### Cell density map, run 1

Drawn at 3 px/um. The die is cut into 13 by 13 equal tiles; white is low, dark blue is high, 0 to 100% covered.
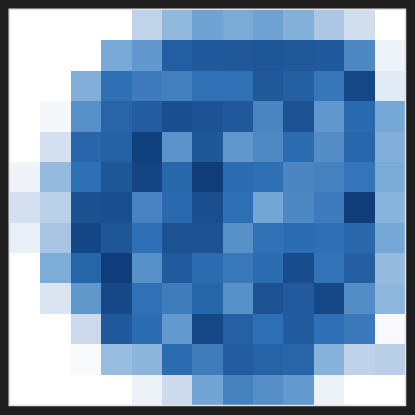
### Metal layers overlaid, run 1

Drawn at 4 px/um.
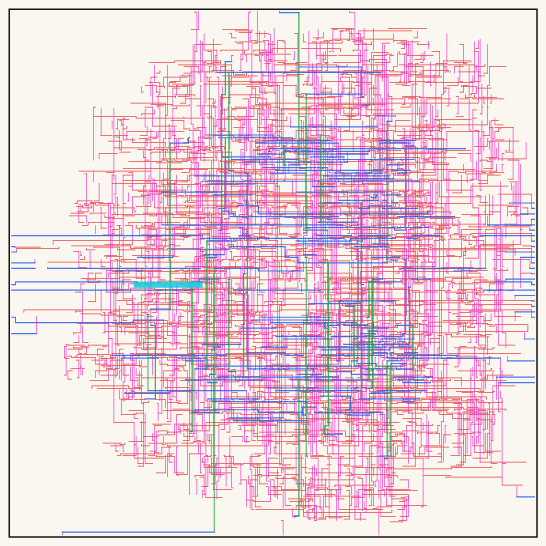
### The metal 4 layer, run 1

Drawn at 4 px/um. Supply wires on this layer in grey.
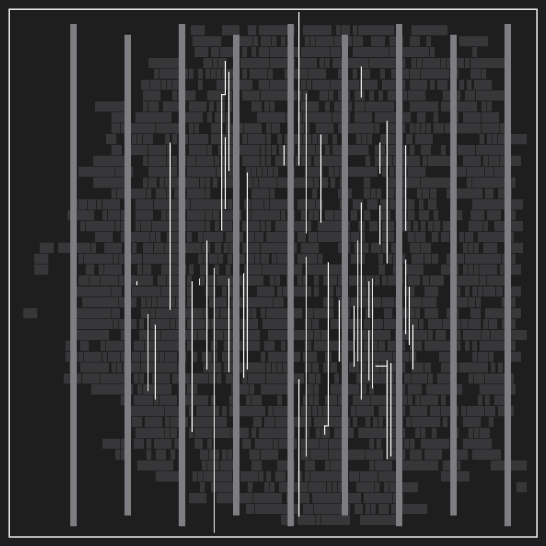
**src/rtl/mr_scoreboard_if.sv**
```systemverilog
// Scoreboard port bundle: candidate check, issue, writeback/retire and branch resolution.
// master drives the candidate and events; slave is the scoreboard itself.
interface mr_scoreboard_if #(
    parameter int NREGS    = 32,
    parameter int NWB      = 2,
    parameter int MAX_INFL = 4
);
    localparam int RS     = $clog2(NREGS);
    localparam int INFL_W = $clog2(MAX_INFL + 1);

    logic [RS-1:0]     chk_rs1;
    logic [RS-1:0]     chk_rs2;
    logic [RS-1:0]     chk_rd;
    logic              chk_use_rs1;
    logic              chk_use_rs2;
    logic              chk_use_rd;
    logic              chk_is_br;
    logic              stall;
    logic              issue;
    logic [NWB-1:0]    wb_valid;
    logic [NWB*RS-1:0] wb_reg;
    logic [NWB-1:0]    wb_wr;
    logic              jmp_done;
    logic              jmp_pending;
    logic [INFL_W-1:0] inflight;
    logic [2:0]        err;

    modport master (
        output chk_rs1, chk_rs2, chk_rd, chk_use_rs1, chk_use_rs2, chk_use_rd, chk_is_br,
        output issue, wb_valid, wb_reg, wb_wr, jmp_done,
        input  stall, jmp_pending, inflight, err
    );

    modport slave (
        input  chk_rs1, chk_rs2, chk_rd, chk_use_rs1, chk_use_rs2, chk_use_rd, chk_is_br,
        input  issue, wb_valid, wb_reg, wb_wr, jmp_done,
        output stall, jmp_pending, inflight, err
    );
endinterface

```
**src/rtl/mr_scoreboard.sv**
```systemverilog
// In-order issue scoreboard: per-register pending-write counters, in-flight count and
// branch-pending flag; raises stall on RAW, destination-full, branch or capacity hazards.
module mr_sb_cnt #(
    parameter int CNT_W = 2,
    parameter int DW    = 2
) (
    input  logic             clk,
    input  logic             rst_n,
    input  logic             inc,
    input  logic [DW-1:0]    dec,
    output logic [CNT_W-1:0] cnt,
    output logic             uflow
);
    localparam int CMAX = (1 << CNT_W) - 1;

    // Net all same-cycle events first, then clamp once.
    int nxt;
    always_comb nxt = int'(cnt) + int'(inc) - int'(dec);
    assign uflow = (nxt < 0);

    always_ff @(posedge clk or negedge rst_n) begin
        if (!rst_n)          cnt <= '0;
        else if (nxt < 0)    cnt <= '0;
        else if (nxt > CMAX) cnt <= CNT_W'(CMAX);
        else                 cnt <= CNT_W'(nxt);
    end
endmodule

module mr_scoreboard #(
    parameter int NREGS    = 32,
    parameter int CNT_W    = 2,
    parameter int NWB      = 2,
    parameter int MAX_INFL = 4
) (
    input  logic           clk,
    input  logic           rst_n,
    mr_scoreboard_if.slave sb
);
    localparam int RS     = $clog2(NREGS);
    localparam int INFL_W = $clog2(MAX_INFL + 1);
    localparam int CMAX   = (1 << CNT_W) - 1;
    localparam int DW     = $clog2(NWB + 1);

    logic [NREGS-1:0][CNT_W-1:0] cnt;
    logic [NREGS-1:0]            uflow;
    logic [NWB-1:0][RS-1:0]      wb_idx;
    logic [INFL_W-1:0]           inflight_q;
    logic                        jmp_q;
    logic [2:0]                  err_q;
    logic                        haz_rs1, haz_rs2, haz_rd, stall;
    int                          inf_nxt;

    assign wb_idx = sb.wb_reg;

    // x0 is never tracked: its counter is a constant zero.
    assign cnt[0]   = '0;
    assign uflow[0] = 1'b0;

    for (genvar r = 1; r < NREGS; r++) begin : g_reg
        logic          inc;
        logic [DW-1:0] dec;

        always_comb begin
            inc = sb.issue & sb.chk_use_rd & (sb.chk_rd == RS'(r));
            dec = '0;
            for (int k = 0; k < NWB; k++)
                if (sb.wb_valid[k] & sb.wb_wr[k] & (wb_idx[k] == RS'(r)))
                    dec += DW'(1);
        end

        mr_sb_cnt #(.CNT_W(CNT_W), .DW(DW)) u_cnt (
            .clk   (clk),
            .rst_n (rst_n),
            .inc   (inc),
            .dec   (dec),
            .cnt   (cnt[r]),
            .uflow (uflow[r])
        );
    end

    // No writeback bypass: hazards look only at registered state.
    always_comb begin
        haz_rs1 = sb.chk_use_rs1 && (sb.chk_rs1 != '0) && (cnt[sb.chk_rs1] != '0);
        haz_rs2 = sb.chk_use_rs2 && (sb.chk_rs2 != '0) && (cnt[sb.chk_rs2] != '0);
        haz_rd  = sb.chk_use_rd  && (sb.chk_rd  != '0) && (cnt[sb.chk_rd] == CNT_W'(CMAX));
        stall   = !rst_n || haz_rs1 || haz_rs2 || haz_rd || jmp_q
                  || (inflight_q == INFL_W'(MAX_INFL));
    end

    always_comb inf_nxt = int'(inflight_q) + int'(sb.issue) - $countones(sb.wb_valid);

    always_ff @(posedge clk or negedge rst_n) begin
        if (!rst_n) begin
            inflight_q <= '0;
            jmp_q      <= 1'b0;
            err_q      <= '0;
        end else begin
            if (inf_nxt < 0)             inflight_q <= '0;
            else if (inf_nxt > MAX_INFL) inflight_q <= INFL_W'(MAX_INFL);
            else                         inflight_q <= INFL_W'(inf_nxt);
            // A branch issuing in the same cycle as a resolve keeps the flag set.
            if (sb.issue && sb.chk_is_br) jmp_q <= 1'b1;
            else if (sb.jmp_done)         jmp_q <= 1'b0;
            err_q <= err_q | {inf_nxt < 0, |uflow, sb.issue & stall};
        end
    end

    assign sb.stall       = stall;
    assign sb.inflight    = inflight_q;
    assign sb.jmp_pending = jmp_q;
    assign sb.err         = err_q;
endmodule

```
**src/flat_wrapper.sv**
```systemverilog
// flat-port wrapper written by rule: the top's interface ports become plain ports
module mr_scoreboard_flat 
#(
    parameter int NREGS    = 32,
    parameter int CNT_W    = 2,
    parameter int NWB      = 2,
    parameter int MAX_INFL = 4
)
  (clk, rst_n, sb_chk_rs1, sb_chk_rs2, sb_chk_rd, sb_chk_use_rs1, sb_chk_use_rs2, sb_chk_use_rd, sb_chk_is_br, sb_issue, sb_wb_valid, sb_wb_reg, sb_wb_wr, sb_jmp_done, sb_stall, sb_jmp_pending, sb_inflight, sb_err);
  mr_scoreboard_if #(.NREGS(NREGS), .NWB(NWB), .MAX_INFL(MAX_INFL)) sb_i ();
  input  logic clk;
  input  logic rst_n;
  input wire logic [$bits(sb_i.chk_rs1)-1:0] sb_chk_rs1;
  input wire logic [$bits(sb_i.chk_rs2)-1:0] sb_chk_rs2;
  input wire logic [$bits(sb_i.chk_rd)-1:0] sb_chk_rd;
  input wire logic [$bits(sb_i.chk_use_rs1)-1:0] sb_chk_use_rs1;
  input wire logic [$bits(sb_i.chk_use_rs2)-1:0] sb_chk_use_rs2;
  input wire logic [$bits(sb_i.chk_use_rd)-1:0] sb_chk_use_rd;
  input wire logic [$bits(sb_i.chk_is_br)-1:0] sb_chk_is_br;
  input wire logic [$bits(sb_i.issue)-1:0] sb_issue;
  input wire logic [$bits(sb_i.wb_valid)-1:0] sb_wb_valid;
  input wire logic [$bits(sb_i.wb_reg)-1:0] sb_wb_reg;
  input wire logic [$bits(sb_i.wb_wr)-1:0] sb_wb_wr;
  input wire logic [$bits(sb_i.jmp_done)-1:0] sb_jmp_done;
  output wire logic [$bits(sb_i.stall)-1:0] sb_stall;
  output wire logic [$bits(sb_i.jmp_pending)-1:0] sb_jmp_pending;
  output wire logic [$bits(sb_i.inflight)-1:0] sb_inflight;
  output wire logic [$bits(sb_i.err)-1:0] sb_err;
  assign sb_i.chk_rs1 = sb_chk_rs1;
  assign sb_i.chk_rs2 = sb_chk_rs2;
  assign sb_i.chk_rd = sb_chk_rd;
  assign sb_i.chk_use_rs1 = sb_chk_use_rs1;
  assign sb_i.chk_use_rs2 = sb_chk_use_rs2;
  assign sb_i.chk_use_rd = sb_chk_use_rd;
  assign sb_i.chk_is_br = sb_chk_is_br;
  assign sb_i.issue = sb_issue;
  assign sb_i.wb_valid = sb_wb_valid;
  assign sb_i.wb_reg = sb_wb_reg;
  assign sb_i.wb_wr = sb_wb_wr;
  assign sb_i.jmp_done = sb_jmp_done;
  assign sb_stall = sb_i.stall;
  assign sb_jmp_pending = sb_i.jmp_pending;
  assign sb_inflight = sb_i.inflight;
  assign sb_err = sb_i.err;
  mr_scoreboard #(.NREGS(NREGS), .CNT_W(CNT_W), .NWB(NWB), .MAX_INFL(MAX_INFL)) u_core (.clk(clk), .rst_n(rst_n), .sb(sb_i));
endmodule
```
**config.mk**
```make
export PLATFORM = sky130hd
export DESIGN_NAME = mr_scoreboard_flat
export DESIGN_NICKNAME = d
export VERILOG_FILES = /design/src/rtl/mr_scoreboard_if.sv /design/src/rtl/mr_scoreboard.sv /design/src/flat_wrapper.sv
export SDC_FILE = /design/constraint.sdc
export NUM_CORES = 1
export LEC_CHECK = 0
export ABC_CLOCK_PERIOD_IN_PS = 5100
export CORE_MARGIN = 2
export CORE_UTILIZATION = 55
export CTS_BUF_LIST = sky130_fd_sc_hd__clkbuf_8
export DETAILED_ROUTE_END_ITERATION = 6
export GPL_TIMING_DRIVEN = 0
export PLACE_DENSITY = 0.84
export SYNTH_ARGS = -nofsm -noshare
export SYNTH_HDL_FRONTEND = slang
export SYNTH_SLANG_ARGS = --single-unit
```
**constraint.sdc**
```tcl
create_clock -name clk -period 5.1 [get_ports clk]
set_input_delay 0.51 -clock clk [delete_from_list [all_inputs] [get_ports clk]]
set_output_delay 0.51 -clock clk [all_outputs]
set_load 0.02 [all_outputs]
```
==> Changelog: implementation, run 1 <==
### Implementation results

- Outcome: finished clean
- Flip-flops with a built-in enable: 0
- Largest contributor to cell area by class: logic gates
- CTS Buffer Depth: 2
- Cell family contributing the most delay on the critical path: simple AND/OR/NAND/NOR gates
- Layout buffer count excluding clock buffers: 60
- Largest family of logic cells by area: adder cells
- CTS tree: yes
- Count of yosys warnings during synthesis: 0
- Power drawn by the sequential cells: 1010 uW
- Hold buffer count at CTS: 0
- Setup WS pre-CTS: 0.818 ns
- Post-layout min period: 4.03 ns
- Post-synthesis mux area share: 0.0419
- Comb power: 1410 uW
- Slew at the pin closest to its max-slew limit: 0.623 ns
- Delay of the slowest critical-path stage: 0.59 ns
- Net total in the final layout: 1341
- Clock Sinks: 69
- Chip Height: 132 um
- Total setup buffers inserted after CTS: 0
- Total number of cells along the worst setup path: 12
- Required time reported for the critical path endpoint: 5.32 ns
- CP endpoint kind: flip-flop
- Share of total power in combinational logic: 0.495
- Average vias per placed instance: 5.76
- Count of placed standard cells including taps: 1285
- Placer Congestion: 1.00
- Critical Path Start Type: primary input
- Total cell area reported by yosys after synthesis: 8950 um2
- Sequential share of cell area: 0.177
Back to the opening pictures, 'Cell density map':
tiles over 75% full = 36%
nearly empty tiles = 14%
densest ninth of the die = centre
fullest tile = 95%
mean over tiles = 55%
Final Core Density: 0.613
core area: 15900 um2
starting utilization of the core area: 0.563

Back to the opening pictures, 'Metal layers overlaid':
blue -> M3  # wire length 2460 um
cyan -> M5  # wire length 15.6 um
magenta -> M2  # wire length 10300 um
red -> M1  # wire length 9470 um
green -> M4  # wire length 958 um
Vias: 7487
average detailed-routed wire length per instance: 17.8 um
combined global-route utilization of all metal layers: 0.284
routed wire length: 23.2 mm

Back to the opening pictures, 'The metal 4 layer':
share of all routed wire = 4.1%
main direction = vertical

## run 1: cells in the final DEF, fill, tap and decap left out, types with 9 or more instances in the layout
master and n:
inv_1 268, ha_1 161, nor2_1 117, dfrtp_1 69, fa_1 63, a21boi_0 48, nor3_1 37, nand2_1 35
clkdlybuf4s50_1 32, nor2b_1 30, o31ai_1 26, a21oi_1 17, a31oi_1 15, clkbuf_1 11, buf_2 11, clkbuf_8 11
nand2b_1 10, nand3_1 9, mux4_2 9
## run 1: cells by family (layout without fill, tap and decap cells)
family	after synthesis	count (layout)
buffers and inverters	293	341
xor gates and xnor gates	2	2
adders and majority gates	224	224
muxes	18	18
and+or+nand+nor	282	282
AOI/OAI and AO/OA	147	147
DFF	69	69
==> inputs of run 2 (changes only) <==
ABC_CLOCK_PERIOD_IN_PS = 3910   (was 5100)
clock period = 3.91 ns   (was 5.1 ns; I/O delays follow)
### Clock routing, run 2

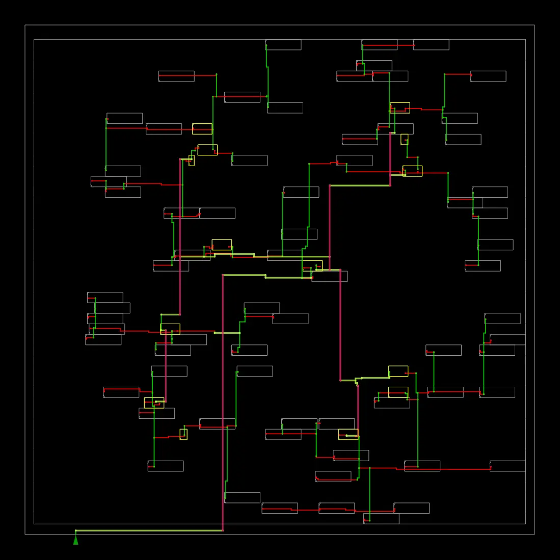
setup skew after layout: 0.0103 ns
TritonCTS Buffers: 9
flip-flops: 69
clock insertion delay at the later pin of the skew report: 0.38 ns
# clk buffers: 11

==> run 2 against run 1 <==
  * Cell count about the same
  * Critical path type unchanged
  * Synthesized area unchanged
  * Critical path depth unchanged
  * Sequential share of layout area about the same
  * Cell area increased by 0.17%
  * Via count increased by 0.87%
  * Highest routed layer unchanged
  * Flip-flop count unchanged
  * Synthesized cell count unchanged
  * Non-clock buffer count increased by 1
==> Changelog: implementation, run 2 <==
### Implementation results

- Data arrival time of the critical path: 4.01 ns
- Share of synthesized registers carrying an async set or reset: 1.00
- Top Layout Cells: 268 x inv_1, 161 x ha_1, 117 x nor2_1
- Largest family of logic cells by area: adder cells
- Clock Sinks: 69
- Required time reported for the critical path endpoint: 4.14 ns
- Chip Height: 132 um
- Critical Path Start Type: primary input
- Total cell area reported by yosys after synthesis: 8950 um2
- Total setup buffers inserted after CTS: 0
- CP endpoint kind: flip-flop
- Count of yosys warnings during synthesis: 0
- Setup WS pre-CTS: -0.253 ns
- Count of placed standard cells including taps: 1285
- Flip-flops with a built-in enable: 0
- Share of total power in combinational logic: 0.497
- Final Core Density: 0.614
- Outcome: finished clean
- Port Buffers: 33
- Post-layout min period: 3.78 ns
- Hold buffer count at CTS: 1
- Cell with the most instances on the worst path: nand4_1
- Cell family contributing the most delay on the critical path: simple AND/OR/NAND/NOR gates
- Net total in the final layout: 1342
- Power drawn by the sequential cells: 1310 uW
- Slew at the pin closest to its max-slew limit: 0.614 ns
- Comb power: 1850 uW
- Syn Area/Cell: 8.65 um2
- Routed metal-1 wirelength: 9.31 mm
- Average detailed-routed wire length per instance: 17.8 um
- Post-synthesis mux area share: 0.0419
- HPWL after detailed placement: 18.9 mm
- Core area: 15900 um2
- CTS tree: yes
- Delay of the slowest critical-path stage: 0.55 ns
- Drt pass-1 iters: 6
- Top logic cell by instance count in the layout: inv_1
- Combined global-route utilization of all metal layers: 0.284
### The metal 4 layer, run 2

Drawn at 4 px/um. Supply wires on this layer in grey.
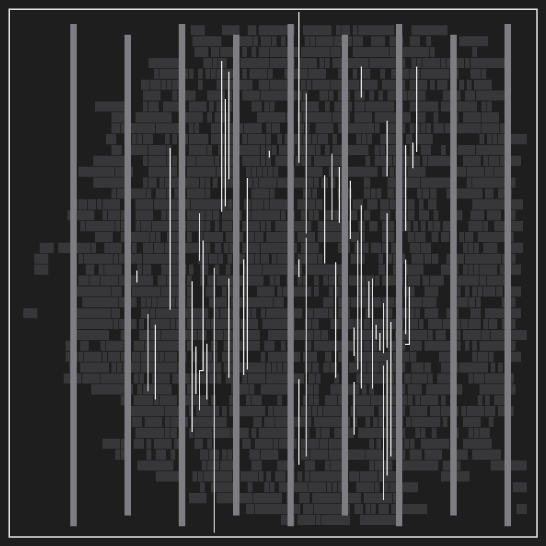
nets with wire on the layer = 39
main direction = vertical
wire length on this layer = 1090 um
longest straight run = 66.0 um
share of all routed wire = 4.7%
Vias: 7552
routed wire length: 23.1 mm

## run 2: layout make-up
class,instances,area (um2),area share
Buffer,26,134,0.0137
Sequential cell,69,1730,0.177
Timing Repair Buffer,35,358,0.0367
Multi-Input combinational cell,673,6090,0.625
Clock inverter,3,13.8,0.00141
Tap cell,216,270,0.0277
Inverter,267,1000,0.103
Clock buffer,11,151,0.0155
## run 2: how the worst max path moves through the flow
stage,from,endpoint,cells past startpoint
final,sb_chk_rd[2],u_core.sb.err[1],12
after global routing,sb_chk_rd[2],u_core.sb.err[1],12
after CTS,sb_chk_rd[2],u_core.sb.err[1],12
after detailed placement,sb_chk_rd[2],u_core.sb.err[1],12
after global placement,rst_n,sb_stall,6
after floorplan,sb_chk_rd[0],u_core.sb.err[1],12
==> inputs of run 3 (changes only) <==
CAP_MARGIN = 40   (was default)
CORE_MARGIN = 1.5   (was 2)
### Cell density map, run 3

Drawn at 3 px/um. The die is cut into 13 by 13 equal tiles; white is low, dark blue is high, 0 to 100% covered.
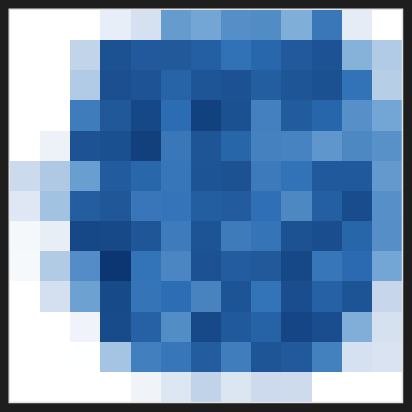
mean over tiles = 56%
fullest tile = 98%
tiles over 75% full = 40%
Final Core Density: 0.616

==> run 3 against run 2 <==
  * The flow now finishes with violations (design-rule violations, negative setup slack)
  * Die size down 1.5%
  * Maximum frequency fell by 3.8%
  * Global-route usage increased by 0.13 points
  * Combinational power increased by 2%
  * Critical endpoint unchanged
  * Largest cell class unchanged
  * Largest power group unchanged
==> Changelog: implementation, run 3 <==
### Implementation results

- Outcome: finished with violations
- Violations in the final reports: design-rule violations, negative setup slack
- Top Layout Cells: 267 x inv_1, 161 x ha_1, 117 x nor2_1
- Clock Sinks: 69
- Share of the final layout cell area in multi-input gates: 0.622
- Top logic cell by instance count in the layout: inv_1
- Chip Height: 131 um
- Drt pass-1 iters: 7
- Setup slack after layout: -0.0185 ns
- Remaining DRCs: 3
- Port Buffers: 33
- Layout buffer count excluding clock buffers: 61
- Net total in the final layout: 1342
- Count of placed standard cells including taps: 1285
- Data arrival time of the critical path: 4.15 ns
- Comb power: 1890 uW
- Share of total power in combinational logic: 0.494
- Clock-cell share: 0.0203
- Cell with the most instances on the worst path: nand4_1
- CP endpoint kind: flip-flop
- Finish-stage setup viols: 1
- Cell family contributing the most delay on the critical path: simple AND/OR/NAND/NOR gates
- Worst setup path startpoint: sb_chk_rd[2]
- Largest family of logic cells by area: adder cells
- Sequential share of cell area: 0.176
- CTS Buffer Depth: 2
- Sequential cell area: 1730 um2
- Post-layout min period: 3.93 ns
- Largest contributor to cell area by class: logic gates
- # clk buffers: 11
- Area occupied by multi-input gates: 6090 um2
- Area share of buffers outside the clock network: 0.0510
- Power drawn by the sequential cells: 1300 uW
- Delay of the slowest critical-path stage: 0.59 ns
- Share of synthesized registers carrying an async set or reset: 1.00
- HPWL after detailed placement: 18.9 mm
- Flip-flops with a built-in enable: 0
- Total setup buffers inserted after CTS: 0
- Required time reported for the critical path endpoint: 4.13 ns
- Setup skew after layout: 0.0132 ns
- Setup WS pre-CTS: -0.322 ns
- Starting utilization of the core area: 0.563
### Metal layers overlaid, run 3

Drawn at 4 px/um.
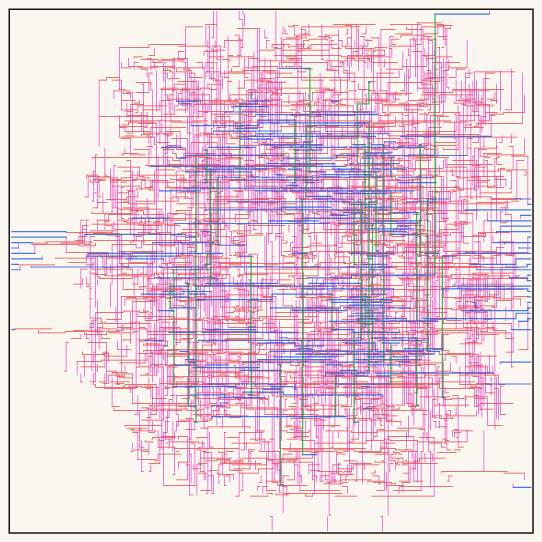
magenta -> M2  # wire length 10300 um
red -> M1  # wire length 9160 um
blue -> M3  # wire length 2640 um
green -> M4  # wire length 938 um
routed wire length: 23.1 mm
combined global-route utilization of all metal layers: 0.286
Vias: 7656
average detailed-routed wire length per instance: 17.7 um

[run 3: cell counts after synthesis]
No cell type changed its count.
[run 3: routing by layer]
metal  up-vias  GRT usage
li1       3488          -
met1      3639      0.369
met2       440      0.453
met3        89     0.0692
met4         0      0.136
met5         -          0
[run 3: worst max-delay path by stage]
stage	end	slack, ns	depth (start not counted)
2_1_floorplan	u_core.sb.err[1]	1.09	12
3_3_place_gp	sb_stall	-1.51	6
3_5_place_dp	u_core.sb.err[1]	-0.32	12
4_1_cts	u_core.sb.err[1]	0.05	12
5_1_grt	u_core.sb.err[1]	-0.06	12
6_report	u_core.sb.err[1]	-0.02	12
[run 3: timing repair]
item	in CTS	in global routing
hold buffers	1	0
endpoints found under the setup margin	0	1
hold endpoints to repair	25	0
resized	0	1
No activity file was given, so power comes from the tool's default toggle rates.
